run_1/wire_density.png
The bar under the picture is 20 um long. 20 x 20 tiles, from black (low) to pale yellow (high), scaled to the fullest tile. Values are wire area over tile area, all layers added.
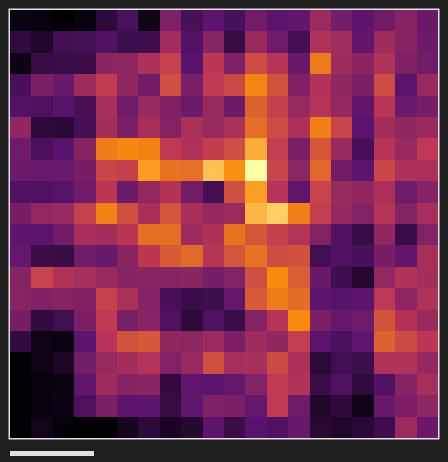
run_1/met1.png
The bar under the picture is 20 um long.
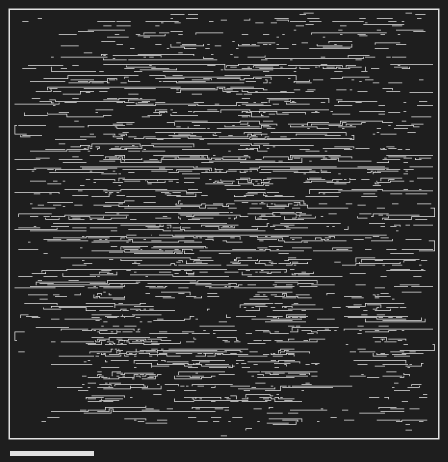
run_1/density.png
The bar under the picture is 20 um long. 10 x 10 tiles, from black (low) to pale yellow (high), 0 to 100% covered.
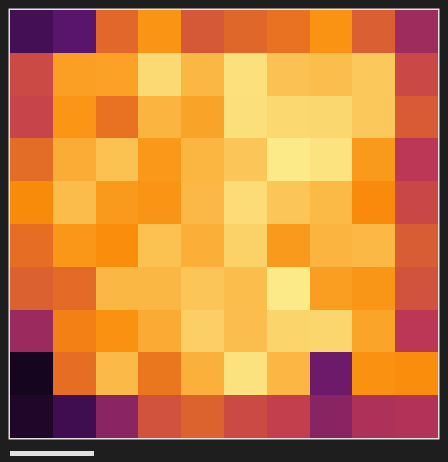
`src/rtl/rv32i_pkg.sv`:
```
// ---------------------------------------------------------------------------
// rv32i_pkg
// Shared types for the RV32I pipeline MEM stage:
//   ex_mem_bus_t  - instruction state latched in the EX/MEM register
//   mem_wb_bus_t  - result handed to the MEM/WB register
//   F3_*          - funct3 encodings of the load/store instructions
//   mem_state_e   - MEM stage access sequencer states
// ---------------------------------------------------------------------------
package rv32i_pkg;

    localparam int XLEN = 32;

    localparam logic [2:0] F3_LB  = 3'b000;
    localparam logic [2:0] F3_LH  = 3'b001;
    localparam logic [2:0] F3_LW  = 3'b010;
    localparam logic [2:0] F3_LBU = 3'b100;
    localparam logic [2:0] F3_LHU = 3'b101;
    localparam logic [2:0] F3_SB  = 3'b000;
    localparam logic [2:0] F3_SH  = 3'b001;
    localparam logic [2:0] F3_SW  = 3'b010;

    typedef enum logic [1:0] {
        ST_IDLE = 2'd0,
        ST_REQ  = 2'd1,
        ST_RESP = 2'd2,
        ST_DONE = 2'd3
    } mem_state_e;

    typedef struct packed {
        logic            valid;
        logic            mem_rd;
        logic            mem_wr;
        logic [2:0]      funct3;
        logic [XLEN-1:0] alu_result;
        logic [XLEN-1:0] rs2_data;
        logic [4:0]      rd;
        logic            reg_wr;
    } ex_mem_bus_t;

    typedef struct packed {
        logic            valid;
        logic [4:0]      rd;
        logic            reg_wr;
        logic [XLEN-1:0] wb_data;
        logic            misaligned;
        logic            access_fault;
    } mem_wb_bus_t;

endpackage

```
`src/rtl/lsu_align.sv`:
```
// ---------------------------------------------------------------------------
// lsu_align
// Purely combinational byte-lane handling for the MEM stage.
// Ports:
//   funct3      in   load/store size and signedness
//   addr_lo     in   low two address bits (byte offset within the word)
//   store_data  in   rs2 value to be stored
//   load_word   in   word returned by data memory
//   wstrb       out  byte enables for a store of this size/offset
//   wdata       out  store data replicated across all lanes of its size
//   load_data   out  selected byte/half/word, sign- or zero-extended
//   misaligned  out  half on odd address, or word not on a 4-byte boundary
// ---------------------------------------------------------------------------
module lsu_align
    import rv32i_pkg::*;
(
    input  logic [2:0]      funct3,
    input  logic [1:0]      addr_lo,
    input  logic [XLEN-1:0] store_data,
    input  logic [XLEN-1:0] load_word,
    output logic [3:0]      wstrb,
    output logic [XLEN-1:0] wdata,
    output logic [XLEN-1:0] load_data,
    output logic            misaligned
);

    logic [XLEN-1:0] shifted;

    // Byte offset moves the addressed lane down to bit 0.
    assign shifted = load_word >> {addr_lo, 3'b000};

    always_comb begin
        wstrb = 4'hF;
        wdata = store_data;
        case (funct3[1:0])
            2'b00: begin
                wstrb = 4'b0001 << addr_lo;
                wdata = {4{store_data[7:0]}};
            end
            2'b01: begin
                wstrb = 4'b0011 << addr_lo;
                wdata = {2{store_data[15:0]}};
            end
            default: begin
                wstrb = 4'hF;
                wdata = store_data;
            end
        endcase
    end

    always_comb begin
        load_data = load_word;
        case (funct3)
            F3_LB:   load_data = {{24{shifted[7]}}, shifted[7:0]};
            F3_LH:   load_data = {{16{shifted[15]}}, shifted[15:0]};
            F3_LBU:  load_data = {24'h0, shifted[7:0]};
            F3_LHU:  load_data = {16'h0, shifted[15:0]};
            default: load_data = load_word;
        endcase
    end

    assign misaligned = ((funct3[1:0] == 2'b01) && addr_lo[0]) ||
                        ((funct3[1:0] == 2'b10) && (addr_lo != 2'b00));

endmodule

```
`src/rtl/mem_access_stage.sv`:
```
// ---------------------------------------------------------------------------
// mem_access_stage
// MEM stage of the 5-stage RV32I pipeline. Runs loads/stores on a
// valid/ready data-memory port with a single-cycle response strobe and
// holds the upstream pipeline via stall_req while an access is in flight.
// Non-memory instructions pass straight through combinationally.
// Ports:
//   ACLK, ARESETn     clock, asynchronous active-low reset
//   ex_mem_bus_in     instruction from the EX/MEM register
//   mem_wb_bus_out    result to the MEM/WB register
//   stall_req         1 = hold EX/MEM and all upstream stages
//   dmem_req_*        request channel (valid/ready, addr, we, wstrb, wdata)
//   dmem_rsp_*        response strobe with read data and bus error
// ---------------------------------------------------------------------------
module mem_access_stage
    import rv32i_pkg::*;
#(
    parameter int XLEN    = 32,
    parameter int TIMEOUT = 256
) (
    input  logic            ACLK,
    input  logic            ARESETn,
    input  ex_mem_bus_t     ex_mem_bus_in,
    output mem_wb_bus_t     mem_wb_bus_out,
    output logic            stall_req,
    output logic            dmem_req_valid,
    input  logic            dmem_req_ready,
    output logic [XLEN-1:0] dmem_addr,
    output logic            dmem_we,
    output logic [3:0]      dmem_wstrb,
    output logic [XLEN-1:0] dmem_wdata,
    input  logic            dmem_rsp_valid,
    input  logic [XLEN-1:0] dmem_rsp_rdata,
    input  logic            dmem_rsp_err
);

    localparam int CW = $clog2(TIMEOUT + 1);

    mem_state_e      state_q, state_d;
    logic [XLEN-1:0] rdata_q, rdata_d;
    logic            err_q, err_d;
    logic [CW-1:0]   cnt_q, cnt_d;

    logic            mem_op;
    logic            misaligned;
    logic [3:0]      align_wstrb;
    logic [XLEN-1:0] align_wdata;
    logic [XLEN-1:0] load_data;

    assign mem_op = ex_mem_bus_in.valid & (ex_mem_bus_in.mem_rd | ex_mem_bus_in.mem_wr);

    // Load extraction works on the captured word, so the formatted result
    // is available in DONE regardless of what the bus does afterwards.
    lsu_align u_align (
        .funct3     (ex_mem_bus_in.funct3),
        .addr_lo    (ex_mem_bus_in.alu_result[1:0]),
        .store_data (ex_mem_bus_in.rs2_data),
        .load_word  (rdata_q),
        .wstrb      (align_wstrb),
        .wdata      (align_wdata),
        .load_data  (load_data),
        .misaligned (misaligned)
    );

    // Request fields come straight from the held EX/MEM bus, which is
    // frozen by stall_req, so they stay stable while req_valid waits on ready.
    assign dmem_addr  = {ex_mem_bus_in.alu_result[XLEN-1:2], 2'b00};
    assign dmem_we    = ex_mem_bus_in.mem_wr;
    assign dmem_wstrb = ex_mem_bus_in.mem_wr ? align_wstrb : 4'h0;
    assign dmem_wdata = align_wdata;

    always_comb begin
        state_d        = state_q;
        rdata_d        = rdata_q;
        err_d          = err_q;
        cnt_d          = cnt_q;
        dmem_req_valid = 1'b0;
        stall_req      = 1'b0;

        mem_wb_bus_out.valid        = ex_mem_bus_in.valid;
        mem_wb_bus_out.rd           = ex_mem_bus_in.rd;
        mem_wb_bus_out.reg_wr       = ex_mem_bus_in.reg_wr;
        mem_wb_bus_out.wb_data      = ex_mem_bus_in.alu_result;
        mem_wb_bus_out.misaligned   = 1'b0;
        mem_wb_bus_out.access_fault = 1'b0;

        case (state_q)
            ST_IDLE: begin
                if (mem_op) begin
                    if (misaligned) begin
                        // Reported to writeback without touching memory.
                        mem_wb_bus_out.misaligned = 1'b1;
                        mem_wb_bus_out.reg_wr     = 1'b0;
                    end else begin
                        dmem_req_valid        = 1'b1;
                        stall_req             = 1'b1;
                        mem_wb_bus_out.valid  = 1'b0;
                        mem_wb_bus_out.reg_wr = 1'b0;
                        cnt_d                 = '0;
                        state_d               = dmem_req_ready ? ST_RESP : ST_REQ;
                    end
                end
            end
            ST_REQ: begin
                dmem_req_valid        = 1'b1;
                stall_req             = 1'b1;
                mem_wb_bus_out.valid  = 1'b0;
                mem_wb_bus_out.reg_wr = 1'b0;
                if (dmem_req_ready) begin
                    state_d = ST_RESP;
                end
            end
            ST_RESP: begin
                stall_req             = 1'b1;
                mem_wb_bus_out.valid  = 1'b0;
                mem_wb_bus_out.reg_wr = 1'b0;
                cnt_d                 = cnt_q + 1'b1;
                if (dmem_rsp_valid) begin
                    rdata_d = dmem_rsp_rdata;
                    err_d   = dmem_rsp_err;
                    cnt_d   = '0;
                    state_d = ST_DONE;
                end else if (cnt_q == CW'(TIMEOUT - 1)) begin
                    err_d   = 1'b1;
                    cnt_d   = '0;
                    state_d = ST_DONE;
                end
            end
            ST_DONE: begin
                // Stall drops here, so the upstream advances at this edge and
                // the same instruction is never seen again in IDLE.
                if (ex_mem_bus_in.mem_rd) begin
                    mem_wb_bus_out.wb_data = load_data;
                end
                mem_wb_bus_out.reg_wr       = ex_mem_bus_in.reg_wr & ~err_q;
                mem_wb_bus_out.access_fault = err_q;
                state_d                     = ST_IDLE;
            end
            default: begin
                state_d = ST_IDLE;
            end
        endcase
    end

    always_ff @(posedge ACLK or negedge ARESETn) begin
        if (!ARESETn) begin
            state_q <= ST_IDLE;
            rdata_q <= '0;
            err_q   <= 1'b0;
            cnt_q   <= '0;
        end else begin
            state_q <= state_d;
            rdata_q <= rdata_d;
            err_q   <= err_d;
            cnt_q   <= cnt_d;
        end
    end

endmodule
```
`config.mk`:
```
export PLATFORM = sky130hd
export DESIGN_NAME = mem_access_stage
export DESIGN_NICKNAME = d
export VERILOG_FILES = /design/src/rtl/rv32i_pkg.sv /design/src/rtl/lsu_align.sv /design/src/rtl/mem_access_stage.sv
export SDC_FILE = /design/constraint.sdc
export NUM_CORES = 1
export LEC_CHECK = 0
export CORE_UTILIZATION = 39
export DETAILED_ROUTE_END_ITERATION = 16
export GPL_TIMING_DRIVEN = 0
export PLACE_DENSITY_LB_ADDON = 0.2
export SETUP_SLACK_MARGIN = 0.3
export SYNTH_ARGS = -nofsm -noshare
export SYNTH_HDL_FRONTEND = slang
export SYNTH_SLANG_ARGS = --single-unit
```
`constraint.sdc`:
```
create_clock -name ACLK -period 2.25 [get_ports ACLK]
set_input_delay 0.45 -clock ACLK [delete_from_list [all_inputs] [get_ports ACLK]]
set_output_delay 0.45 -clock ACLK [all_outputs]
set_load 0.02 [all_outputs]
```
==> flow_summary.yaml, run 1 <==
# physical design summary
global_routing:
  gr-max-usage-layer: "met2"
  grt.met3_usage: 0.0465
  grtUsageTotal: 0.285
  globalRouteMet2Util: 0.531
  antenna_found_initial: 0
cts:
  cts.reportedPaths.clkPinSlew_ns: 0.08
  clk-insertion-delay-late_ns: 0.30
  number_of_levels_the_h_tree_was_split_into: 2
  numCtsBuffers: 5
  cts_max_path_buffers: 2
place:
  placed_cells: 790
  port-buffer-count: 215
  gpl.final_weighted_congestion: 0.842
  hpwlAfterDp_mm: 11.2
synth:
  syn-mean-instance-area_sq_um: 8.90
  postSynthCellCount: 440
  synth-edff-count: 0
  ys_ff: 44
  synth.yosys.warnings: 0
  yosys.area.top_type_share: 0.281
  synth_area_sq_um: 3920
  asyncSetResetFlopFracSynth: 1.00
  synth.lib_cells_used.distinct: 61
pwr:
  leakagePower_nw: 3.38
  power.density_nw_per_um2: 814
  power.ir.vdd_worst_uv: 542
drt:
  route.detailed.drc: 0
  antenna_left: 0
  drt-vias-per-instance: 5.41
setup_path:
  reg2regPathDepth: 7
  crit-reg2reg-launch: "state_q[0]$_DFFE_PN0P_"
  worstPathRequired_ns: 1.80
  critPathCaptureType: "output port"
timing:
  min_period_ns: 2.34
  grt_setup_unrepaired: "true"
  post-route-worst-setup-slack_ns: -0.0930
  setup_violations: 24
  period_used_share: 1.04
  pins_over_slew_limit: 0
  fmaxAchievable_mhz: 427
floorplanning:
  placement_rows: 36
  fraction_of_the_core_area_occupied_by_cells_at_floorplan: 0.401
run:
  drv.max_cap_violation_count: 0
final_layout:
  synth_to_layout_area_growth_pct: 94.9
  layout-drive-gt1-share: 0.468
  finalInstanceArea_sq_um: 7630
  final_core_utilization: 0.781
status:
  status: "finished with violations"
  violations: "negative setup slack"
worst_hold_path:
  worstHoldPathType: "input pin to async pin"
-- wire_density.png (at the start) --
fullest tile: 0.70
emptiest ninth of the die: lower left
mean over tiles: 0.25
tiles over half the peak: 20%
nearly empty tiles: 2.2%
densest ninth of the die: center

-- met1.png (at the start) --
nets with wire on the layer: 717
main direction: horizontal
longest straight run: 50.6 um
vias: 4573
Routed Wire Length: 16.1 mm
routing usage on met1: 0.333

-- density.png (at the start) --
mean over tiles: 72%
fullest tile: 95%
tiles over 75% full: 60%
emptiest ninth of the die: lower left

-- run 1: what timing repair did --
item | 4_1_cts | 5_1_grt
hold buffers | 1 | 0
cloned | 3 | 2
endpoints found under the setup margin | 110 | 101
pin swaps | 8 | 13
hold endpoints to repair | 3 | 0
setup buffers | 19 | 23
gates resized | 487 | 100
-- run 1: layout by cell type (no fill, tap or decap), drive strengths merged, types with 10 or more instances in the layout --
master and instances:
a21oi 24, buf 170, clkbuf 27, clkdlybuf4s50 102, dfrtp 44, dlygate4sd2 39
mux2 48, mux2i 23, nand2 30, nor2 34, o211ai 10, o21ai 36
o22ai 26
-- run 1: how the worst max path moves through the flow --
stage,endpoint,slack [ns],startpoint,cells past startpoint
global route,mem_wb_bus_out[27],-0.15,rdata_q[15]$_DFFE_PN0P_,7
detailed placement,mem_wb_bus_out[14],-1.23,ex_mem_bus_in[71],7
CTS,mem_wb_bus_out[27],-0.09,state_q[0]$_DFFE_PN0P_,7
floorplan,stall_req,0.18,state_q[0]$_DFFE_PN0P_,7
finish,mem_wb_bus_out[25],-0.09,state_q[0]$_DFFE_PN0P_,7
global placement,mem_wb_bus_out[13],-1.22,ex_mem_bus_in[71],7
-- run 1: per-stage QoR --
stage / hold WS, ns / total power, mW / setup slack [ns]
after detailed placement: 0.279 / 4.63 / -1.23
after floorplan: 0.154 / 3.43 / 0.183
final: 0.498 / 6.21 / -0.0930
after global placement: 0.490 / 4.55 / -1.22
after CTS: 0.496 / 5.60 / -0.0924
after global routing: 0.516 / 6.51 / -0.148
-- run 1: report_power, final --
group	internal (mW)	switching, mW	leakage, nW
clock network	0.274	0.262	0.0503
registers	1.13	0.385	0.535
logic	2.17	1.99	2.79
total	3.58	2.63	3.38
-- run 1: flip-flops by register name (all words and copies together) (netlist names) --
register  count
rdata_q      32
cnt_q         9
state_q       2
err_q         1
-- run 1: layout make-up --
| type | instances | area (sq um) | share of cell area |
|---|---|---|---|
| Buffer | 77 | 741 | 0.0970 |
| Clock buffer | 7 | 96.3 | 0.0126 |
| Inverter | 6 | 30.0 | 0.00393 |
| Multi-Input combinational cell | 314 | 2870 | 0.376 |
| Sequential cell | 44 | 1100 | 0.145 |
| Tap cell | 133 | 166 | 0.0218 |
| Timing Repair Buffer | 264 | 2630 | 0.344 |
-- run 1: worst max-delay path: stages (launching register included) --
cell and delay (ns):
dfrtp_1 0.39, ha_4 0.18, nand2_4 0.07, or3_4 0.35, buf_12 0.16, buf_16 0.14, o22ai_4 0.16, buf_6 0.14
-- run 1: metal layers --
metal,up-vias,share of wire
li1,2112,-
met1,2210,0.37
met2,218,0.52
met3,33,0.081
met4,0,0.026
met5,-,0
-- run 1: logic make-up after synthesis --
kind of cell	count (synthesis)	share of synthesized area
AND-OR/OR-AND	129	0.229
XOR/XNOR	2	0.00447
adder cells (fa/ha/maj)	5	0.0160
buffers and inverters	83	0.132
flip-flops	44	0.281
multiplexers	71	0.204
other	1	0.000958
AND/OR/NAND/NOR	105	0.133
run_1/final_congestion.png
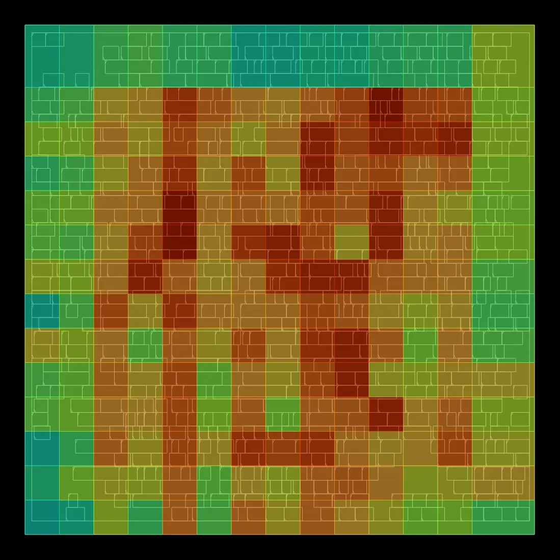

==> run 2: changes to the inputs <==
--- a/config.mk
+++ b/config.mk
@@ -5,10 +5,13 @@
 export SDC_FILE = /design/constraint.sdc
 export NUM_CORES = 1
 export LEC_CHECK = 0
-export CORE_UTILIZATION = 39
+export CORE_MARGIN = 2
+export CORE_UTILIZATION = 40
+export CTS_BUF_LIST = sky130_fd_sc_hd__clkbuf_8
 export DETAILED_ROUTE_END_ITERATION = 16
 export GPL_TIMING_DRIVEN = 0
 export PLACE_DENSITY_LB_ADDON = 0.2
+export RECOVER_POWER = 25
 export SETUP_SLACK_MARGIN = 0.3
 export SYNTH_ARGS = -nofsm -noshare
 export SYNTH_HDL_FRONTEND = slang
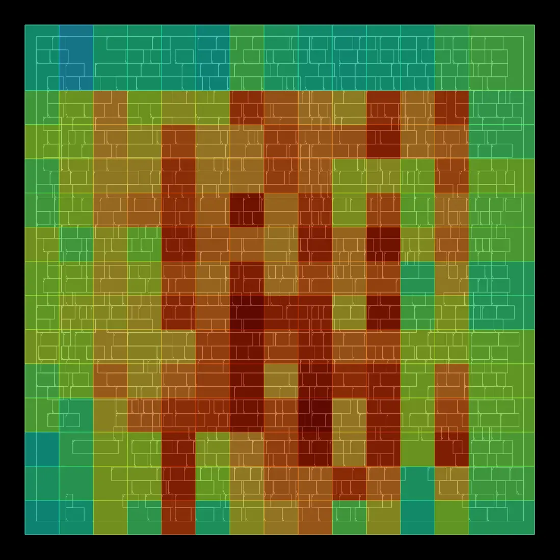
run_2/final_congestion.png
GRT Overall Usage: 0.286
routing usage on met1: 0.336

==> flow_summary.yaml, run 2 <==
# physical design summary
timing:
  period_used_share: 1.10
  min_period_ns: 2.47
  finalHoldWorstSlack_ns: 0.493
  pins_over_slew_limit: 0
  setup_violations: 28
  fmaxAchievable_mhz: 405
  post-route-worst-setup-slack_ns: -0.218
setup_path:
  critPathCaptureType: "output port"
  timing.critical_path.slowest_stage_cell: "dfrtp_1"
  critPathTopFamily: "buffers and inverters"
  worstPathRequired_ns: 1.80
  worst-path-buf-inv: 3
  critical_path.startpoint: "state_q[0]$_DFFE_PN0P_"
final_layout:
  layout-drive-gt1-share: 0.460
  largest_register_ffs: 32
  synth_to_layout_area_growth_pct: 88.8
  biggestRegsByFlops: "rdata_q x32, cnt_q x9, state_q x2"
  combinational_area_sq_um: 2830
  largest-register: "rdata_q"
  final_cell_mix: "104 x clkdlybuf4s50_1, 90 x buf_4, 44 x mux2_2"
  final_layout_top_logic_cell: "clkdlybuf4s50_1"
drt:
  dr_total_vias: 4729
  detail_route.wirelength_mm: 17.2
  drt-vias-per-instance: 5.62
floorplanning:
  placement_rows: 36
synth:
  ys_ff: 44
  synth-edff-count: 0
  yosys.area.top_type_share: 0.281
  synth.yosys.warnings: 0
  syn-mean-instance-area_sq_um: 8.90
cts:
  clk-insertion-delay-late_ns: 0.31
  numCtsBuffers: 5
  number_of_levels_the_h_tree_was_split_into: 2
place:
  port-buffer-count: 215
  hpwlAfterDp_mm: 11.6
  gpl.final_weighted_congestion: 0.859
pwr:
  power_switching_share: 0.437
  post-layout-total-power_mw: 6.24
  relative_contribution_of_combinational_cells_to_total_power: 0.671
  net_switching_power_figure_mw: 2.73
  sequentialPowerShare: 0.245
  internal-power_mw: 3.51
  clock_power_share: 0.084
  power.density_nw_per_um2: 844
  leakagePower_nw: 3.25
global_routing:
  antenna_found_initial: 0
status:
  violations: "negative setup slack"
  status: "finished with violations"
worst_hold_path:
  worstHoldPathType: "input pin to async pin"
run:
  drv.max_cap_violation_count: 0
-- run 2: cell counts after synthesis --
Identical to the previous run, type by type.
-- run 2: final timing paths --
kind                            depth (start not counted)                      end
worst max-delay path                                    7       mem_wb_bus_out[26]
worst min-delay path                                    2     cnt_q[1]$_DFFE_PN0P_
worst max register to register                         10     cnt_q[4]$_DFFE_PN0P_
worst min register to register                          1   rdata_q[5]$_DFFE_PN0P_
max in group asynchronous                               3  rdata_q[23]$_DFFE_PN0P_
min in group ACLK                                       1   rdata_q[5]$_DFFE_PN0P_
-- run 2: power groups by stage --
stage	Combinational (mW)	Clock [mW]	Sequential, mW
after floorplan	2.09	0	1.35
after global placement	3.09	0	1.47
after detailed placement	3.17	0	1.49
after CTS	3.61	0.533	1.49
after global routing	4.38	0.567	1.56
final	4.19	0.525	1.53
-- run 2: kinds of logic (layout without fill, tap and decap cells) --
| logic type | count (synthesis) | count (layout) | synth area share |
|---|---|---|---|
| AND-OR/OR-AND | 129 | 129 | 0.229 |
| XOR/XNOR | 2 | 2 | 0.00447 |
| adder cells (fa/ha/maj) | 5 | 5 | 0.0160 |
| buffers and inverters | 83 | 349 | 0.132 |
| flip-flops | 44 | 44 | 0.281 |
| multiplexers | 71 | 71 | 0.204 |
| other | 1 | 3 | 0.000958 |
| AND/OR/NAND/NOR | 105 | 105 | 0.133 |
-- run 2: stage by stage --
stage / utilization / instances
2_1_floorplan: - / 441
3_3_place_gp: 0.668 / 789
3_5_place_dp: 0.669 / 790
4_1_cts: 0.733 / 826
5_1_grt: 0.767 / 840
6_report: 0.767 / 841
-- run 2: repair_timing --
action,CTS,global route
resized,499,69
pin swaps,13,25
buffers inserted,24,14
hold buffers,1,0
gates cloned,3,0
endpoints found under the hold margin,3,0
setup endpoints to repair,110,87
-- run 2: metal layers --
layer	global-route usage	vias to the layer above	share of wire
li1	-	2090	-
met1	0.336	2292	0.37
met2	0.502	294	0.51
met3	0.0678	53	0.088
met4	0.113	0	0.034
met5	0	-	0
-- run 2: layout make-up --
| cell class | count | area share |
|---|---|---|
| diodes | 1 | 0.000339 |
| flip-flops and latches | 44 | 0.149 |
| repair buffers | 258 | 0.325 |
| clock buffers | 6 | 0.0112 |
| plain buffers | 77 | 0.102 |
| clock inverters | 2 | 0.00203 |
| well taps | 133 | 0.0225 |
| inverters | 6 | 0.00491 |
| multi-input cells | 314 | 0.383 |
run_2/met1.png
The bar under the picture is 20 um long.
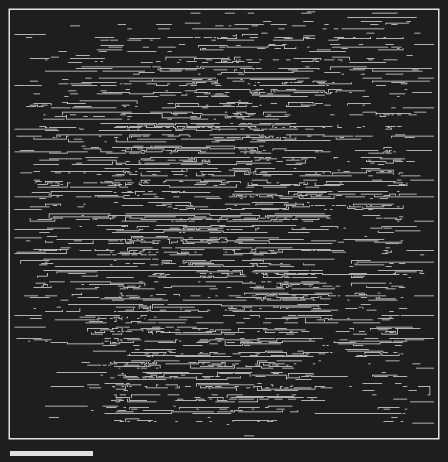

==> run 3: changes to the inputs <==
--- a/config.mk
+++ b/config.mk
@@ -5,11 +5,9 @@
 export SDC_FILE = /design/constraint.sdc
 export NUM_CORES = 1
 export LEC_CHECK = 0
-export CORE_MARGIN = 2
 export CORE_UTILIZATION = 40
 export CTS_BUF_LIST = sky130_fd_sc_hd__clkbuf_8
 export DETAILED_ROUTE_END_ITERATION = 16
-export GPL_TIMING_DRIVEN = 0
 export PLACE_DENSITY_LB_ADDON = 0.2
 export RECOVER_POWER = 25
 export SETUP_SLACK_MARGIN = 0.3
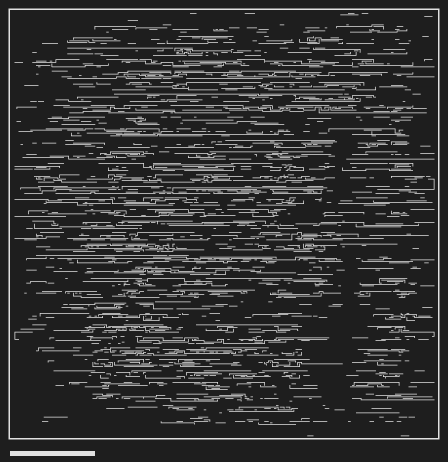
run_3/met1.png
The bar under the picture is 20 um long.
Routed Wire Length: 16.6 mm
routing usage on met1: 0.328

==> flow_summary.yaml, run 3 <==
# physical design summary
final_layout:
  synth_to_layout_area_growth_pct: 88.2
synth:
  synth.cellmix.compoundShare: 0.229
  synth-adder-area-share: 0.0160
  ys_ff: 44
  synth.yosys.warnings: 0
  synthMuxAreaShare: 0.204
drt:
  drt-vias-per-instance: 5.58
  route.detailed.drc: 0
pwr:
  relative_contribution_of_combinational_cells_to_total_power: 0.671
  power_switching_share: 0.431
  leakagePower_nw: 3.23
  sequentialPowerShare: 0.246
floorplanning:
  placement_rows: 35
timing:
  setup_violations: 29
  post-route-worst-setup-slack_ns: -0.100
  min_period_ns: 2.35
  pins_over_slew_limit: 35
status:
  status: "finished with violations"
  violations: "max-capacitance violations, max-slew violations, negative setup slack"
cts:
  cts_max_path_buffers: 2
global_routing:
  grtUsageTotal: 0.295
place:
  gpl.final_weighted_congestion: 0.879
run:
  drv.max_cap_violation_count: 1
run 3: cell counts after synthesis:
No cell type changed its count.
run 3: cell type report:
type                    count  area (sq um)  area share
clock buffers               6          82.6      0.0112
clock inverters             2          10.0     0.00136
inverters                   6          27.5     0.00373
multi-input cells         314          2890       0.392
flip-flops and latches     44          1100       0.150
well taps                 129           161      0.0219
repair buffers            309          3090       0.420
run 3: power groups by stage:
stage	clock network [mW]	logic, mW	registers [mW]
5_1_grt	0.555	4.48	1.58
2_1_floorplan	0	2.09	1.35
3_3_place_gp	0	3.28	1.46
6_report	0.520	4.25	1.56
3_5_place_dp	0	3.36	1.48
4_1_cts	0.524	3.82	1.51
run 3: per-layer routing:
| metal | track usage | wire [um] | up-vias |
|---|---|---|---|
| li1 | - | - | 2052 |
| met1 | 0.328 | 6090 | 2181 |
| met2 | 0.537 | 8670 | 247 |
| met3 | 0.0638 | 1250 | 41 |
| met4 | 0.136 | 583 | 0 |
| met5 | 0 | 0 | - |
run 3: critical path, cell delays in order, from the launching register on:
cell and delay [ns]:
dfrtp_1 0.42, ha_4 0.20, nand2_8 0.08, buf_4 0.16, buf_6 0.16, a21oi_1 0.19
buf_4 0.18, o22ai_4 0.06, buf_6 0.14
run 3: path summary, 6_finish.rpt:
kind                            cells after the start  slack (ns)                       to                    from
worst max-delay path                                8       -0.10       mem_wb_bus_out[28]  state_q[1]$_DFFE_PN0P_
worst min-delay path                                1        0.52   rdata_q[6]$_DFFE_PN0P_  rdata_q[6]$_DFFE_PN0P_
worst max register to register                     13        0.04     cnt_q[7]$_DFFE_PN0P_  state_q[0]$_DFFE_PN0P_
worst min register to register                      1        0.52   rdata_q[6]$_DFFE_PN0P_  rdata_q[6]$_DFFE_PN0P_
max in group asynchronous                           2        0.55  rdata_q[23]$_DFFE_PN0P_                 ARESETn
min in group asynchronous                           1        0.63  rdata_q[31]$_DFFE_PN0P_                 ARESETn
run 3: what timing repair did:
action                                  CTS  global route
buffers inserted                         14            12
endpoints found under the setup margin  112            71
resized                                 486            75
gates cloned                              4             2
hold buffers                              0             0
pin swaps                                33            15
run 3: cell families after synthesis:
family                   after synthesis
AND-OR/OR-AND                        129
AND/OR/NAND/NOR                      105
buffers and inverters                 83
multiplexers                          71
flip-flops                            44
adder cells (fa/ha/maj)                5
XOR/XNOR                               2
other                                  1
run 3: per-stage QoR:
stage / std cells / power [mW] / util / TNS, ns
CTS: 796 / 5.85 / 0.751 / -0.879
global placement: 770 / 4.74 / 0.684 / -36.89
global route: 810 / 6.62 / 0.787 / -3.39
floorplan: 441 / 3.43 / - / 0
detailed placement: 770 / 4.84 / 0.684 / -38.68
finish: 810 / 6.33 / 0.787 / -1.48
Power and IR drop assume default switching activity.
